**Run 1: the metal 1 layer**

Scale bar: 50 um. Supply wires on this layer in grey.
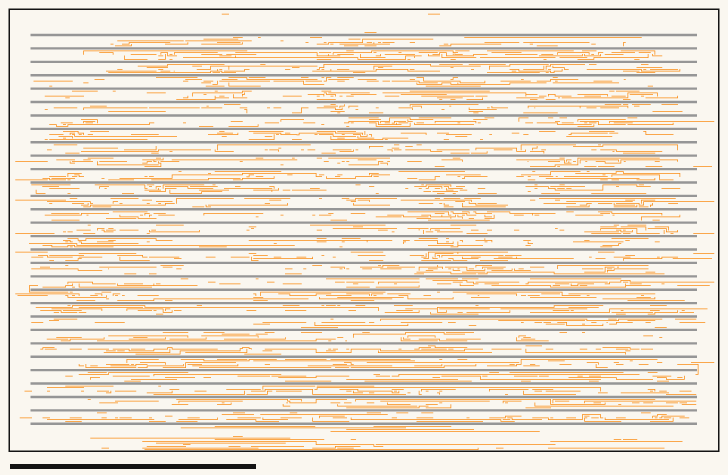
**Run 1: M2 wires**

Scale bar: 50 um.
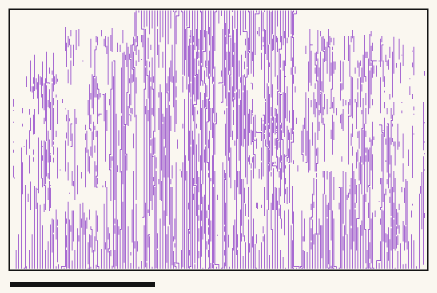
**Run 1: metal 3**

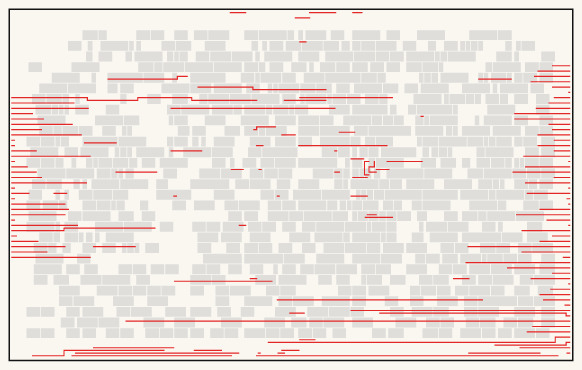
<file path="src/rtl/dmem_arb_pkg.sv">
// Shared types and default sizing for the data-memory arbiter.
package dmem_arb_pkg;

  localparam int unsigned DEF_ADDR_W    = 32;
  localparam int unsigned DEF_DATA_W    = 32;
  localparam int unsigned DEF_MAX_BURST = 4;

  typedef enum logic {
    OWN_CPU    = 1'b0,
    OWN_LOADER = 1'b1
  } owner_e;

  // Width needed to count 0..max_burst inclusive
  function automatic int unsigned burst_cnt_w(input int unsigned max_burst);
    return (max_burst < 1) ? 1 : $clog2(max_burst + 1);
  endfunction

endpackage

</file>
<file path="src/rtl/dmem_arbiter.sv">
// Bounded-burst round-robin arbiter sharing one data-memory port between
// the CPU (m0) and the loader (m1), with a registered read response.
module dmem_arbiter
  import dmem_arb_pkg::*;
#(
  parameter int unsigned ADDR_W    = DEF_ADDR_W,
  parameter int unsigned DATA_W    = DEF_DATA_W,
  parameter int unsigned MAX_BURST = DEF_MAX_BURST
) (
  input  logic              clk,
  input  logic              rst,
  input  logic              m0_req,
  input  logic              m0_we,
  input  logic [ADDR_W-1:0] m0_addr,
  input  logic [DATA_W-1:0] m0_wdata,
  output logic              m0_gnt,
  output logic              m0_rvalid,
  output logic [DATA_W-1:0] m0_rdata,
  input  logic              m1_req,
  input  logic              m1_we,
  input  logic [ADDR_W-1:0] m1_addr,
  input  logic [DATA_W-1:0] m1_wdata,
  output logic              m1_gnt,
  output logic              m1_rvalid,
  output logic [DATA_W-1:0] m1_rdata,
  output logic [ADDR_W-1:0] mem_addr,
  output logic [DATA_W-1:0] mem_wdata,
  output logic              mem_we,
  input  logic [DATA_W-1:0] mem_rdata
);

  localparam int unsigned   BW        = burst_cnt_w(MAX_BURST);
  localparam logic [BW-1:0] BURST_MAX = BW'(MAX_BURST);

  owner_e              owner_q, owner_d;
  logic [BW-1:0]       burst_q, burst_d;
  logic                rsp_pend_q, rsp_pend_d;
  owner_e              rsp_sel_q, rsp_sel_d;
  logic [DATA_W-1:0]   rdata0_q, rdata0_d;
  logic [DATA_W-1:0]   rdata1_q, rdata1_d;

  logic                gnt0_c, gnt1_c, keep_c;
  owner_e              winner_c, gnt_own_c;

  // Tie resolution. burst_cnt==0 only occurs after reset, where the
  // non-owner (CPU, since owner resets to loader) must take the first tie.
  always_comb begin
    gnt0_c   = 1'b0;
    gnt1_c   = 1'b0;
    keep_c   = (burst_q != '0) && (burst_q < BURST_MAX);
    winner_c = owner_q;
    if (!keep_c) begin
      if (owner_q == OWN_CPU) winner_c = OWN_LOADER;
      else                    winner_c = OWN_CPU;
    end
    if (!rst) begin
      if (m0_req && m1_req) begin
        gnt0_c = (winner_c == OWN_CPU);
        gnt1_c = (winner_c == OWN_LOADER);
      end else begin
        gnt0_c = m0_req;
        gnt1_c = m1_req;
      end
    end
  end

  // Memory port mux; m0 values are parked on the bus when idle
  always_comb begin
    mem_addr  = m0_addr;
    mem_wdata = m0_wdata;
    mem_we    = 1'b0;
    if (gnt1_c) begin
      mem_addr  = m1_addr;
      mem_wdata = m1_wdata;
      mem_we    = m1_we;
    end else if (gnt0_c) begin
      mem_we    = m0_we;
    end
  end

  // Next-state: ownership/burst tracking and read response capture
  always_comb begin
    owner_d    = owner_q;
    burst_d    = burst_q;
    rsp_pend_d = 1'b0;
    rsp_sel_d  = rsp_sel_q;
    rdata0_d   = rdata0_q;
    rdata1_d   = rdata1_q;
    gnt_own_c  = gnt1_c ? OWN_LOADER : OWN_CPU;
    if (gnt0_c || gnt1_c) begin
      if (gnt_own_c == owner_q) begin
        burst_d = (burst_q == BURST_MAX) ? BURST_MAX : BW'(burst_q + 1'b1);
      end else begin
        owner_d = gnt_own_c;
        burst_d = BW'(1);
      end
      rsp_pend_d = !mem_we;
      rsp_sel_d  = gnt_own_c;
      if (gnt0_c && !m0_we) rdata0_d = mem_rdata;
      if (gnt1_c && !m1_we) rdata1_d = mem_rdata;
    end
  end

  always_ff @(posedge clk) begin
    if (rst) begin
      owner_q    <= OWN_LOADER;
      burst_q    <= '0;
      rsp_pend_q <= 1'b0;
      rsp_sel_q  <= OWN_CPU;
      rdata0_q   <= '0;
      rdata1_q   <= '0;
    end else begin
      owner_q    <= owner_d;
      burst_q    <= burst_d;
      rsp_pend_q <= rsp_pend_d;
      rsp_sel_q  <= rsp_sel_d;
      rdata0_q   <= rdata0_d;
      rdata1_q   <= rdata1_d;
    end
  end

  assign m0_gnt    = gnt0_c;
  assign m1_gnt    = gnt1_c;
  assign m0_rvalid = rsp_pend_q && (rsp_sel_q == OWN_CPU);
  assign m1_rvalid = rsp_pend_q && (rsp_sel_q == OWN_LOADER);
  assign m0_rdata  = rdata0_q;
  assign m1_rdata  = rdata1_q;

endmodule

</file>
<file path="config.mk">
export PLATFORM = sky130hd
export DESIGN_NAME = dmem_arbiter
export DESIGN_NICKNAME = d
export VERILOG_FILES = /design/src/rtl/dmem_arb_pkg.sv /design/src/rtl/dmem_arbiter.sv
export SDC_FILE = /design/constraint.sdc
export NUM_CORES = 1
export LEC_CHECK = 0
export CAP_MARGIN = 0
export CORE_ASPECT_RATIO = 0.6
export CORE_MARGIN = 4
export CORE_UTILIZATION = 32
export CTS_CLUSTER_SIZE = 10
export DETAILED_ROUTE_END_ITERATION = 8
export PLACE_DENSITY = 0.81
export SLEW_MARGIN = 0
export SYNTH_ARGS = -nofsm -noshare
export SYNTH_HDL_FRONTEND = slang
export SYNTH_SLANG_ARGS = --single-unit
export TNS_END_PERCENT = 100
</file>
<file path="constraint.sdc">
create_clock -name clk -period 2.5 [get_ports clk]
set_input_delay 0.25 -clock clk [delete_from_list [all_inputs] [get_ports clk]]
set_output_delay 0.25 -clock clk [all_outputs]
set_load 0.05 [all_outputs]
</file>
==> impl_metrics.tcl, run 1 <==
# metrics dict for downstream scripts
set metrics [dict create \
    ff2ff_setup_slack_ns 0.47 \
    finalHoldViolCount 0 \
    worstPathRequired_ns 2.25 \
    drv_cap 0 \
    vias_per_cell 4.88 \
    crit_fanout 7 \
    timing.hold.ws_ns 0.299 \
    ys_seq_frac 0.397 \
    placementRows 29 \
    rr_endpoint "m0_rdata[16]$_SDFFE_PP0P_" \
    fmax_mhz 382 \
    grt_pass1_vias 4334 \
    setup_ws_ns -0.118 \
    holdPathStages 4 \
    port_buffers 298 \
    rsz0062_at_grt "true" \
    postCtsHoldBufs 0 \
    min_from "rst" \
    worst_pin_slew_ns 0.735 \
    cts.sinks 70 \
    drc 0 \
    place_ws_ns 0.0390 \
    die_area_mm2 0.0128 \
    finalNonFillerCells 829 \
    fin_nets 850 \
    hp-class "primary input to flip-flop" \
    area.growth.synth_to_final_pct 124 \
    violations "setup timing" \
    critPathKind "flip-flop to primary output" \
    dp_hpwl_um 15400 \
    cts_tree "built" \
    finalSetupViolCount 58 \
    drtIter0Drc 205 \
    critPathMaxStageDelay_ns 0.34 \
    initCoreUtil 0.331 \
    status "complete, but fails checks" \
    ir_drop_uv 404 \
    grt_max_degree 73 \
    cp.arrival_ns 2.37 \
]
Back to the opening pictures, 'the metal 1 layer':
wire length on this layer: 7650 um
nets with wire on the layer: 753
main direction: horizontal
share of all routed wire: 38%
longest straight run: 67.6 um

Back to the opening pictures, 'M2 wires':
wire length on this layer: 10200 um
longest straight run: 65.6 um
main direction: vertical
nets with wire on the layer: 785
via count: 4048
final wirelength: 20000 um

Back to the opening pictures, 'metal 3':
share of all routed wire: 8.5%
main direction: horizontal
wire length on this layer: 1690 um
nets with wire on the layer: 119

-- run 1: worst register-to-register path: stages (launching register included) --
cell	delay [ns]
dfxtp_2	0.34
inv_2	0.06
ha_4	0.16
or3_4	0.32
buf_4	0.16
a311o_1	0.34
buf_4	0.25
nand2_1	0.16
a21oi_1	0.07
-- run 1: registers in the layout, summed over array words and instances (netlist names) --
name	flops
m0_rdata	32
m1_rdata	32
burst_q	3
owner_q	1
rsp_pend_q	1
rsp_sel_q	1
-- run 1: area by class of cell --
| type | instances | area, um2 | area share |
|---|---|---|---|
| Antenna cell | 3 | 7.51 | 0.000950 |
| Clock buffer | 10 | 239 | 0.0302 |
| Clock inverter | 6 | 68.8 | 0.00871 |
| Inverter | 6 | 22.5 | 0.00285 |
| Multi-Input combinational cell | 264 | 2240 | 0.283 |
| Sequential cell | 70 | 1400 | 0.178 |
| Tap cell | 139 | 174 | 0.0220 |
| Timing Repair Buffer | 331 | 3750 | 0.474 |
-- run 1: logic make-up after synthesis --
group	count (synthesis)	share of synthesized area
buf+inv	31	0.0524
flops	70	0.397
simple gates	114	0.154
compound gates	52	0.0836
mux	96	0.306
fa+ha+maj	2	0.00708
-- run 1: Yosys cell counts --
| library cell | number | area, um2 |
|---|---|---|
| dfxtp_1 | 70 | 1400 |
| nand2_1 | 68 | 255 |
| mux2_2 | 58 | 653 |
| a21oi_1 | 38 | 190 |
| mux2_1 | 38 | 428 |
| nor2b_1 | 34 | 213 |
| clkbuf_1 | 9 | 33.8 |
| buf_4 | 8 | 60.1 |
| inv_1 | 6 | 22.5 |
| buf_6 | 5 | 56.3 |
| nor2_1 | 5 | 18.8 |
| o21ai_0 | 4 | 20.0 |
| buf_1 | 2 | 7.51 |
| ha_1 | 2 | 25.0 |
| a211oi_1 | 1 | 7.51 |
| a21o_1 | 1 | 7.51 |
| a22oi_1 | 1 | 7.51 |
| a311o_1 | 1 | 10.0 |
| a311oi_1 | 1 | 8.76 |
| a311oi_2 | 1 | 15.0 |
| and2_1 | 1 | 6.26 |
| and3_1 | 1 | 6.26 |
| buf_2 | 1 | 5.00 |
| nand3_2 | 1 | 10.0 |
| nand3b_1 | 1 | 7.51 |
| nand4bb_1 | 1 | 11.3 |
| o211ai_1 | 1 | 7.51 |
| o21ai_1 | 1 | 5.00 |
| o21bai_1 | 1 | 7.51 |
| o31a_1 | 1 | 8.76 |
| or2_2 | 1 | 6.26 |
| or3_4 | 1 | 11.3 |
-- run 1: routing by layer --
metal,vias to the layer above,part of all wire,track usage
li1,1888,-,-
met1,1958,0.38,0.334
met2,167,0.51,0.536
met3,33,0.085,0.115
met4,2,0.022,0.0897
met5,-,0.00075,0
-- run 1: report_power, final --
part | internal [uW] | switching (uW)
sequential | 1180 | 34.5
combinational | 826 | 898
clock | 806 | 502
total | 2810 | 1430
-- run 1: what timing repair did --
item                       4_1_cts  5_1_grt
cloned                           7        0
buffers inserted                13        1
setup endpoints to repair       65       65
pin swaps                        2        0
hold endpoints to repair         0        0
resized                        192       13
==> run 1 -> run 2 <==
- ABC_AREA: default -> 1
- CORE_UTILIZATION: 32 -> 33
- RECOVER_POWER: default -> 100
==> impl_metrics.tcl, run 2 <==
# metrics dict for downstream scripts
set metrics [dict create \
    grt_max_degree 67 \
    synth.most_common_cell "nand2_1" \
    vias_per_cell 4.63 \
    area.growth.synth_to_final_pct 82.7 \
    drv_cap 0 \
    cts.sinks 70 \
    ir_drop_uv 359 \
    synthDistinctLibCells 25 \
    finalHoldViolCount 0 \
    synthCells 509 \
    area_leaders "dfxtp_1 (38%), nand2_1 (21%), nand3_2 (7.7%)" \
    port_buffers 298 \
    placementRows 29 \
    root_buffer "clkbuf_16" \
    synthArstFlopShare 0 \
    postCtsHoldBufs 0 \
    synthTopCellsByCount "nand2_1 (202), dfxtp_1 (70), inv_1 (42)" \
    wl_met3_um 1320 \
    met1_length_um 6190 \
    highest_layer "met4" \
    fin_nets 960 \
    finalSetupViolCount 0 \
    cts_setup_buffers 0 \
    worst_pin_slew_ns 0.630 \
    ys_seq_frac 0.383 \
    rsz0062_at_grt "false" \
    die_area_mm2 0.0129 \
    status "complete, no violations" \
    fmax_mhz 420 \
    drc 0 \
    critPathKind "flip-flop to primary output" \
    initCoreUtil 0.342 \
    cp.arrival_ns 2.13 \
    top_area_cell "dfxtp_1" \
    edf_count 0 \
    drtIter0Drc 227 \
    timing.hold.ws_ns 0.473 \
    grt_pass1_vias 4235 \
    synth_area_mm2 0.00366 \
    route.met2.wl_um 7680 \
    cts_tree "built" \
    fill_cells 922 \
    crit_fanout 66 \
    hp-class "flip-flop to flip-flop" \
]
run 2: area by class of cell:
class | count | area [um2] | share of cell area
clock buffers | 10 | 229 | 0.0343
clock inverters | 6 | 62.6 | 0.00936
inverters | 45 | 174 | 0.0260
multi-input cells | 360 | 1720 | 0.257
flip-flops and latches | 70 | 1400 | 0.210
well taps | 139 | 174 | 0.0260
repair buffers | 306 | 2920 | 0.437
run 2: power breakdown:
group | switching, uW | internal (uW)
sequential | 38.0 | 1190
combinational | 900 | 514
clock | 458 | 768
run 2: worst paths after layout:
kind	to	cells past startpoint	startpoint	slack (ns)
worst max-delay path	mem_wdata[4]	9	burst_q[0]$_SDFFE_PP0P_	0.12
worst min register to register	m1_rdata[11]$_SDFFE_PP0P_	2	m1_rdata[11]$_SDFFE_PP0P_	0.47
worst max register to register	m0_rdata[20]$_SDFFE_PP0P_	9	burst_q[0]$_SDFFE_PP0P_	0.33
worst min-delay path	m1_rdata[11]$_SDFFE_PP0P_	2	m1_rdata[11]$_SDFFE_PP0P_	0.47
run 2: through the flow:
| step | setup WS (ns) | instance area (um2) | util | total power, uW | cells |
|---|---|---|---|---|---|
| after floorplan | 0.251 | 3660 | - | 2100 | 509 |
| after global placement | 0.343 | 7340 | 0.686 | 2970 | 919 |
| after detailed placement | 0.259 | 7340 | 0.686 | 3000 | 919 |
| after CTS | 0.00355 | 7630 | 0.713 | 4240 | 935 |
| after global routing | 0.0106 | 6680 | 0.624 | 4040 | 936 |
| final | 0.119 | 6680 | 0.624 | 3860 | 936 |
run 2: cells by family (layout without fill, tap and decap cells):
kind of cell | Yosys count | in the layout | share of synthesized area
simple gates | 283 | 283 | 0.367
buf+inv | 79 | 367 | 0.111
compound gates | 75 | 75 | 0.132
flops | 70 | 70 | 0.383
fa+ha+maj | 2 | 2 | 0.00684
run 2: routing by layer:
metal | vias up | GRT usage
li1 | 2178 | -
met1 | 1945 | 0.268
met2 | 181 | 0.369
met3 | 27 | 0.0818
met4 | 0 | 0.0641
met5 | - | 0
run 2: worst max-delay path, stage by stage (launching register included):
cell      delay [ns]
dfxtp_1         0.35
inv_1           0.08
ha_2            0.21
o21ai_2         0.18
nand3_4         0.12
nand3_4         0.12
buf_16          0.26
nand2_1         0.15
nand2_1         0.09
clkbuf_4        0.22
**Run 2: metal 3**

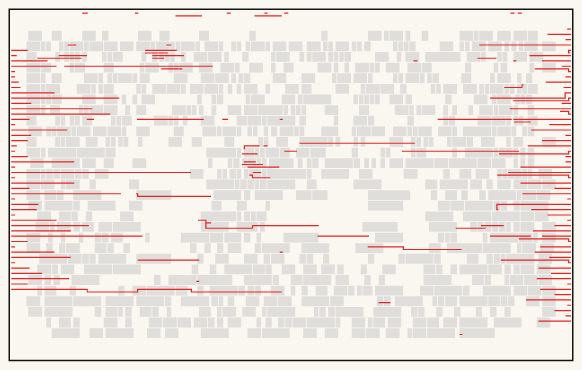
M3 GR Usage: 0.0818
via count: 4331

**Run 2: the metal 1 layer**

Scale bar: 50 um. Supply wires on this layer in grey.
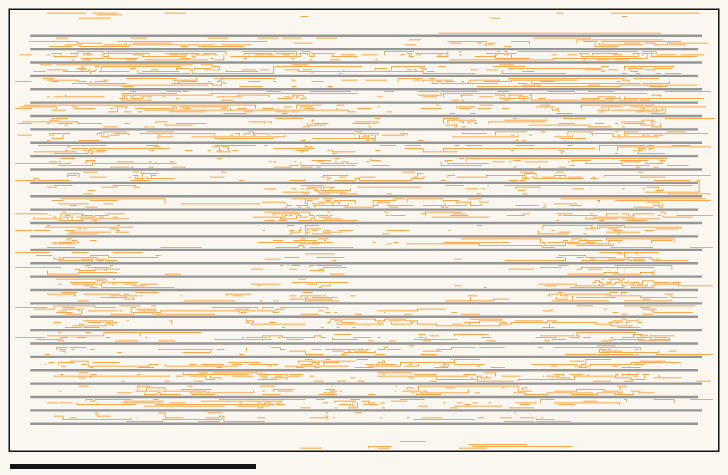
longest straight run: 46.9 um
share of all routed wire: 40%
main direction: horizontal
wire length on this layer: 6190 um
final wirelength: 15500 um
met1 usage: 0.268

**Run 2: metal 4**

Scale bar: 50 um. Supply wires on this layer in grey.
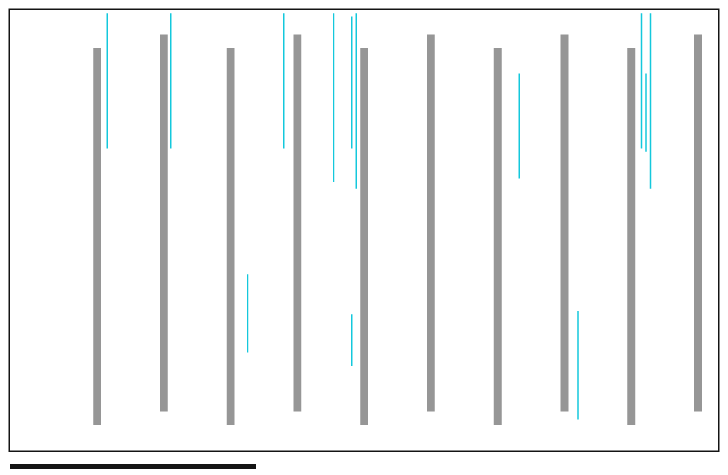
main direction: vertical
wire length on this layer: 324 um

Power is estimated from default activity; no workload was simulated.
